$ cat src/rtl/scan_pkg.sv
// Shared types and helpers for the scan decoder and its prescaler.
// Holds the FSM state encoding, a one-hot decode function and a clog2 helper.
package scan_pkg;

    typedef enum logic [1:0] {
        IDLE  = 2'd0,
        BLANK = 2'd1,
        DRIVE = 2'd2
    } state_t;

    localparam int MAX_SEL_W = 8;
    localparam int MAX_OUT_W = 1 << MAX_SEL_W;

    // Ceiling log2; returns 0 for v <= 1.
    function automatic int clog2(input int v);
        int r;
        r = 0;
        for (int i = 0; i < 31; i++) begin
            if ((1 << i) < v) r = i + 1;
        end
        return r;
    endfunction

    // One-hot decode at the widest supported size; callers truncate.
    function automatic logic [MAX_OUT_W-1:0] onehot_decode(
        input logic [MAX_SEL_W-1:0] idx,
        input logic                 active_low
    );
        logic [MAX_OUT_W-1:0] v;
        v      = '0;
        v[idx] = 1'b1;
        return active_low ? ~v : v;
    endfunction

endpackage

$ cat src/rtl/clk_prescaler.sv
// Free-running divide-by-CLK_DIV tick generator with synchronous clear.
// Ports: clk, rst_n (async low), en (count), clear (to 0), tick (wrap pulse).
module clk_prescaler #(
    parameter int CLK_DIV = 100000
) (
    input  logic clk,
    input  logic rst_n,
    input  logic en,
    input  logic clear,
    output logic tick
);
    import scan_pkg::*;

    localparam int PW_RAW = clog2(CLK_DIV);
    localparam int PW     = (PW_RAW < 1) ? 1 : PW_RAW;
    localparam logic [PW-1:0] LAST = PW'(CLK_DIV - 1);

    logic [PW-1:0] cnt;

    // Tick is the cycle the count sits at its last value.
    assign tick = en && !clear && (cnt == LAST);

    always_ff @(posedge clk or negedge rst_n) begin
        if (!rst_n) begin
            cnt <= '0;
        end else if (clear) begin
            cnt <= '0;
        end else if (en) begin
            cnt <= tick ? '0 : cnt + PW'(1);
        end
    end

endmodule

$ cat src/rtl/scan_decoder.sv
// Registered N-to-2^N one-hot decoder with manual select or auto-scan.
// Ports: clk, rst_n, en, auto, sel -> y (one-hot), idx, tick, sel_err.
module scan_decoder #(
    parameter int SEL_W      = 3,
    parameter int NUM_OUT    = 8,
    parameter int CLK_DIV    = 100000,
    parameter int BLANK_CYC  = 16,
    parameter int ACTIVE_LOW = 1
) (
    input  logic                    clk,
    input  logic                    rst_n,
    input  logic                    en,
    input  logic                    auto,
    input  logic [SEL_W-1:0]        sel,
    output logic [(2**SEL_W)-1:0]   y,
    output logic [SEL_W-1:0]        idx,
    output logic                    tick,
    output logic                    sel_err
);
    import scan_pkg::*;

    localparam int   OUT_W  = 2**SEL_W;
    localparam logic AL     = (ACTIVE_LOW != 0);
    localparam int   BW_RAW = clog2(BLANK_CYC + 1);
    localparam int   BW     = (BW_RAW < 1) ? 1 : BW_RAW;
    localparam logic [BW-1:0] BLAST =
        BW'((BLANK_CYC == 0) ? 0 : BLANK_CYC - 1);
    localparam logic [SEL_W-1:0] IDX_LAST = SEL_W'(NUM_OUT - 1);
    localparam logic [SEL_W:0]   NOUT     = (SEL_W + 1)'(NUM_OUT);
    localparam logic [OUT_W-1:0] Y_OFF    = {OUT_W{AL}};
    // Where a change lands: straight to DRIVE when no blanking.
    localparam state_t POST = (BLANK_CYC == 0) ? DRIVE : BLANK;

    state_t            state;
    state_t            state_n;
    logic [SEL_W-1:0]  idx_n;
    logic [SEL_W-1:0]  nxt_idx;
    logic [BW-1:0]     bcnt;
    logic [BW-1:0]     bcnt_n;
    logic [OUT_W-1:0]  y_n;
    logic              auto_q;
    logic              toggle;
    logic              chg;
    logic              sel_ok;
    logic              p_en;
    logic              p_clear;

    assign sel_ok  = ({1'b0, sel} < NOUT);
    assign toggle  = en && (auto != auto_q);
    assign p_en    = en && auto;
    assign p_clear = !en || toggle;

    clk_prescaler #(
        .CLK_DIV (CLK_DIV)
    ) u_presc (
        .clk   (clk),
        .rst_n (rst_n),
        .en    (p_en),
        .clear (p_clear),
        .tick  (tick)
    );

    always_comb begin
        state_n = state;
        idx_n   = idx;
        bcnt_n  = bcnt;
        chg     = 1'b0;
        nxt_idx = idx;

        if (auto) begin
            chg     = tick;
            nxt_idx = (idx == IDX_LAST) ? '0 : idx + SEL_W'(1);
        end else begin
            chg     = sel_ok && (sel != idx);
            nxt_idx = sel;
        end

        // Priority: disable, then mode toggle, then index change.
        if (!en) begin
            state_n = IDLE;
            bcnt_n  = '0;
        end else if (toggle) begin
            state_n = POST;
            bcnt_n  = '0;
        end else if (chg) begin
            idx_n   = nxt_idx;
            state_n = POST;
            bcnt_n  = '0;
        end else begin
            unique case (state)
                IDLE: begin
                    state_n = POST;
                    bcnt_n  = '0;
                end
                BLANK: begin
                    if (bcnt == BLAST) begin
                        state_n = DRIVE;
                        bcnt_n  = '0;
                    end else begin
                        bcnt_n = bcnt + BW'(1);
                    end
                end
                DRIVE: state_n = DRIVE;
                default: state_n = IDLE;
            endcase
        end

        // Decode from next-state values so y tracks idx with no lag.
        y_n = Y_OFF;
        if (state_n == DRIVE) begin
            y_n = OUT_W'(onehot_decode(MAX_SEL_W'(idx_n), AL));
        end
    end

    always_ff @(posedge clk or negedge rst_n) begin
        if (!rst_n) begin
            state   <= IDLE;
            idx     <= '0;
            bcnt    <= '0;
            y       <= Y_OFF;
            sel_err <= 1'b0;
            auto_q  <= 1'b0;
        end else begin
            state   <= state_n;
            idx     <= idx_n;
            bcnt    <= bcnt_n;
            y       <= y_n;
            sel_err <= en && !auto && !sel_ok;
            auto_q  <= auto;
        end
    end

endmodule

$ cat config.mk
export PLATFORM = sky130hd
export DESIGN_NAME = scan_decoder
export DESIGN_NICKNAME = d
export VERILOG_FILES = /design/src/rtl/scan_pkg.sv /design/src/rtl/clk_prescaler.sv /design/src/rtl/scan_decoder.sv
export SDC_FILE = /design/constraint.sdc
export NUM_CORES = 1
export LEC_CHECK = 0
export ABC_AREA = 0
export CAP_MARGIN = 20
export CORE_MARGIN = 10
export CORE_UTILIZATION = 52
export CTS_BUF_LIST = sky130_fd_sc_hd__clkbuf_4 sky130_fd_sc_hd__clkbuf_8 sky130_fd_sc_hd__clkbuf_16
export DETAILED_ROUTE_END_ITERATION = 8
export PLACE_DENSITY = 0.84
export SLEW_MARGIN = 20
export SYNTH_ARGS = -nofsm -noshare
export SYNTH_HDL_FRONTEND = slang
export SYNTH_SLANG_ARGS = --single-unit
$ cat constraint.sdc
create_clock -name clk -period 3.11 [get_ports clk]
set_input_delay 0.311 -clock clk [delete_from_list [all_inputs] [get_ports clk]]
set_output_delay 0.311 -clock clk [all_outputs]
set_load 0.005 [all_outputs]
**The metal 2 layer**

Scale: 3 px per um. Cells faint in the background.
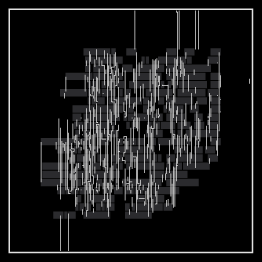
main direction = vertical
wire length on this layer = 1,810 um
longest straight run = 39.8 um

**Sizing map**

Scale: 6 px per um.
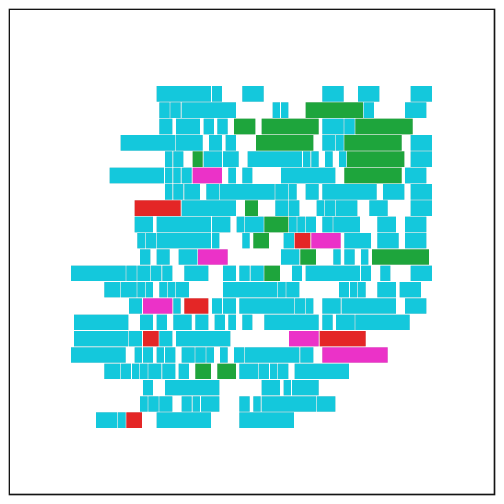
cyan -> drive 1 or less  # cells 189, most used dfrtp_1
magenta -> drive 6 and up  # cells 6, most used clkbuf_8
red -> drive 3 to 4  # cells 6, most used buf_4
green -> drive 2  # cells 17, most used dfstp_2

**Gate families picked out**

Scale: 6 px per um.
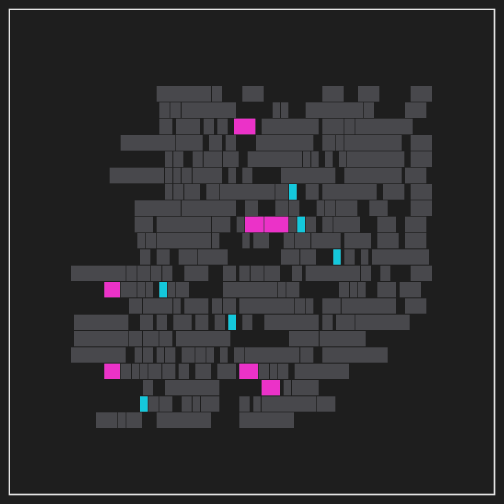
cyan -> inverters  # cells 6, where center
magenta -> AND-OR and OR-AND gates  # cells 7
Top cell excl fill/tap: dfrtp_1
Comb/total area: 41.3%
fin cells: 264

==> metrics.cfg <==
[timing]
hold-worst-slack_ns=0.438
slew_headroom_pct=31.1
drv_slew=0
rsz0062_at_grt=no
timing.fmax_mhz=370
setup_viol=0
clock_skew_ns=0.00975
min_period_over_period_pct=86.9

[route]
viasPerCell=5.80
drt_pass1_iterations=4
met2_length_um=1810
drtIter0Drc=105
wl_per_cell_um=15.0
drc_errors=0
wl_met3_um=276
dr.max_layer_used=met4
num_vias=1530

[yosys]
synth_area_um2=1910
ys_area_um2=1910
synth_flop_count=36
yosysWarnings=0
fp_nets=210
ff_type=dfrtp_1
ys_top_cells_by_area=dfrtp_1 (37%), dfstp_2 (11%), a21oi_1 (4.5%), nand3_1 (3.9%), nand2_1 (3.7%)
topCombFamilyByArea=simple AND/OR/NAND/NOR gates
syn_inst=199
ys_sh_simple_pct=26.4
edf_count=0
fa_ha_area_share_pct=2.62
xor_area_share_pct=3.67
synth_seq_share_pct=47.7
ys_cells=199

[setup_path]
crit_arrival_ns=2.39
worstPathCellList=or4_4 -> nor4_4 -> and2_2 -> clkdlybuf4s50_1
critPathMaxStageDelay_ns=0.58
cp-startpoint=u_presc.cnt[6]
start_kind=register
cp_slowest_cell=or4_4
cp_max_fo=6
critPathRequiredTime_ns=2.80
reg2reg_from=u_presc.cnt[0]
worstSetupPathType=register to primary output

[finish]
regArea_um2=911
antennaDiodeCount=0
layout-drive-gt1-share_pct=13.3
post-route-util_pct=64.2
logic_area_um2=913
nets=228
syn_to_final_growth_pct=15.7

[grt]
grt.total_usage_pct=12.8
grt_util_met3_pct=3.90
antenna_found_initial=0
grt_max_degree=37
grt_pass1_wl_um=6760
use_met1_pct=16.0
grt_pass1_vias=1443
grt_overflow=0

[clock_tree]
clk_latency_ns=0.29
cts_tree=done
clkSinkCount=36
cts_buffers=5
ctsHoldBuffers=0
root_buffer=clkbuf_8
cts.htree.levels=2

[floorplanning]
dieArea_um2=6500
num_io_pins=20
rows=21
die_h_um=80.6
coreArea_um2=3440

[power_and_ir_drop]
p_per_area_nw_per_um2=518

[job]
warning_count=26

[status]
outcome=finished clean

[place]
io_buffers=18

## metrics by stage
step,total power [uW],area (um^2),worst slack [ns],std cells
finish,1150,2210,0.407,264
global route,1210,2210,0.299,264
CTS,1150,2210,0.382,264
detailed placement,744,2100,0.542,256
global placement,736,2100,0.689,256
floorplan,657,1910,1.18,199
## cells in the mapped netlist, types with 2 or more instances
cell type and instances:
dfrtp_1 28, nand2_1 19, nor2_1 18, a21oi_1 17
nand3_1 15, dfstp_2 8, o21ai_0 8, a31oi_1 7
inv_1 6, nor3_1 6, clkbuf_1 4, ha_1 4
nor4_1 4, or3_1 4, xnor2_1 4, xor2_1 4
a22o_1 3, nand2b_1 3, nand4_1 3, nor2b_1 3
a41oi_1 2, and3_2 2, buf_6 2, mux2i_1 2
## worst paths after layout
check	to	slack [ns]	cells past startpoint
max	tick	0.41	4
min	u_presc.cnt[14]	0.44	2
max reg2reg	y[6]	0.83	6
min reg2reg	u_presc.cnt[16]	0.51	1
max in group asynchronous	y[0]	2.33	2
min in group clk	u_presc.cnt[16]	0.51	1
## where the power goes
| part | internal, uW | switching [uW] | total [uW] |
|---|---|---|---|
| clock | 237 | 173 | 411 |
| sequential | 490 | 52.0 | 542 |
| combinational | 104 | 89.9 | 193 |
| total | 831 | 315 | 1150 |
## sequential cells by signal, indices dropped and copies added, names as in the netlist
register	flops
u_presc.cnt	17
y	8
bcnt	5
idx	3
state	2
auto_q	1
## cell type report
| cell class | instances | share of cell area [%] |
|---|---|---|
| Inverter | 6 | 1.02 |
| Timing Repair Buffer | 20 | 8.83 |
| Sequential cell | 36 | 41.2 |
| Tap cell | 46 | 2.60 |
| Multi-Input combinational cell | 148 | 41.3 |
| Clock inverter | 3 | 1.92 |
| Clock buffer | 5 | 3.11 |
No activity file was given, so power comes from the tool's default toggle rates.
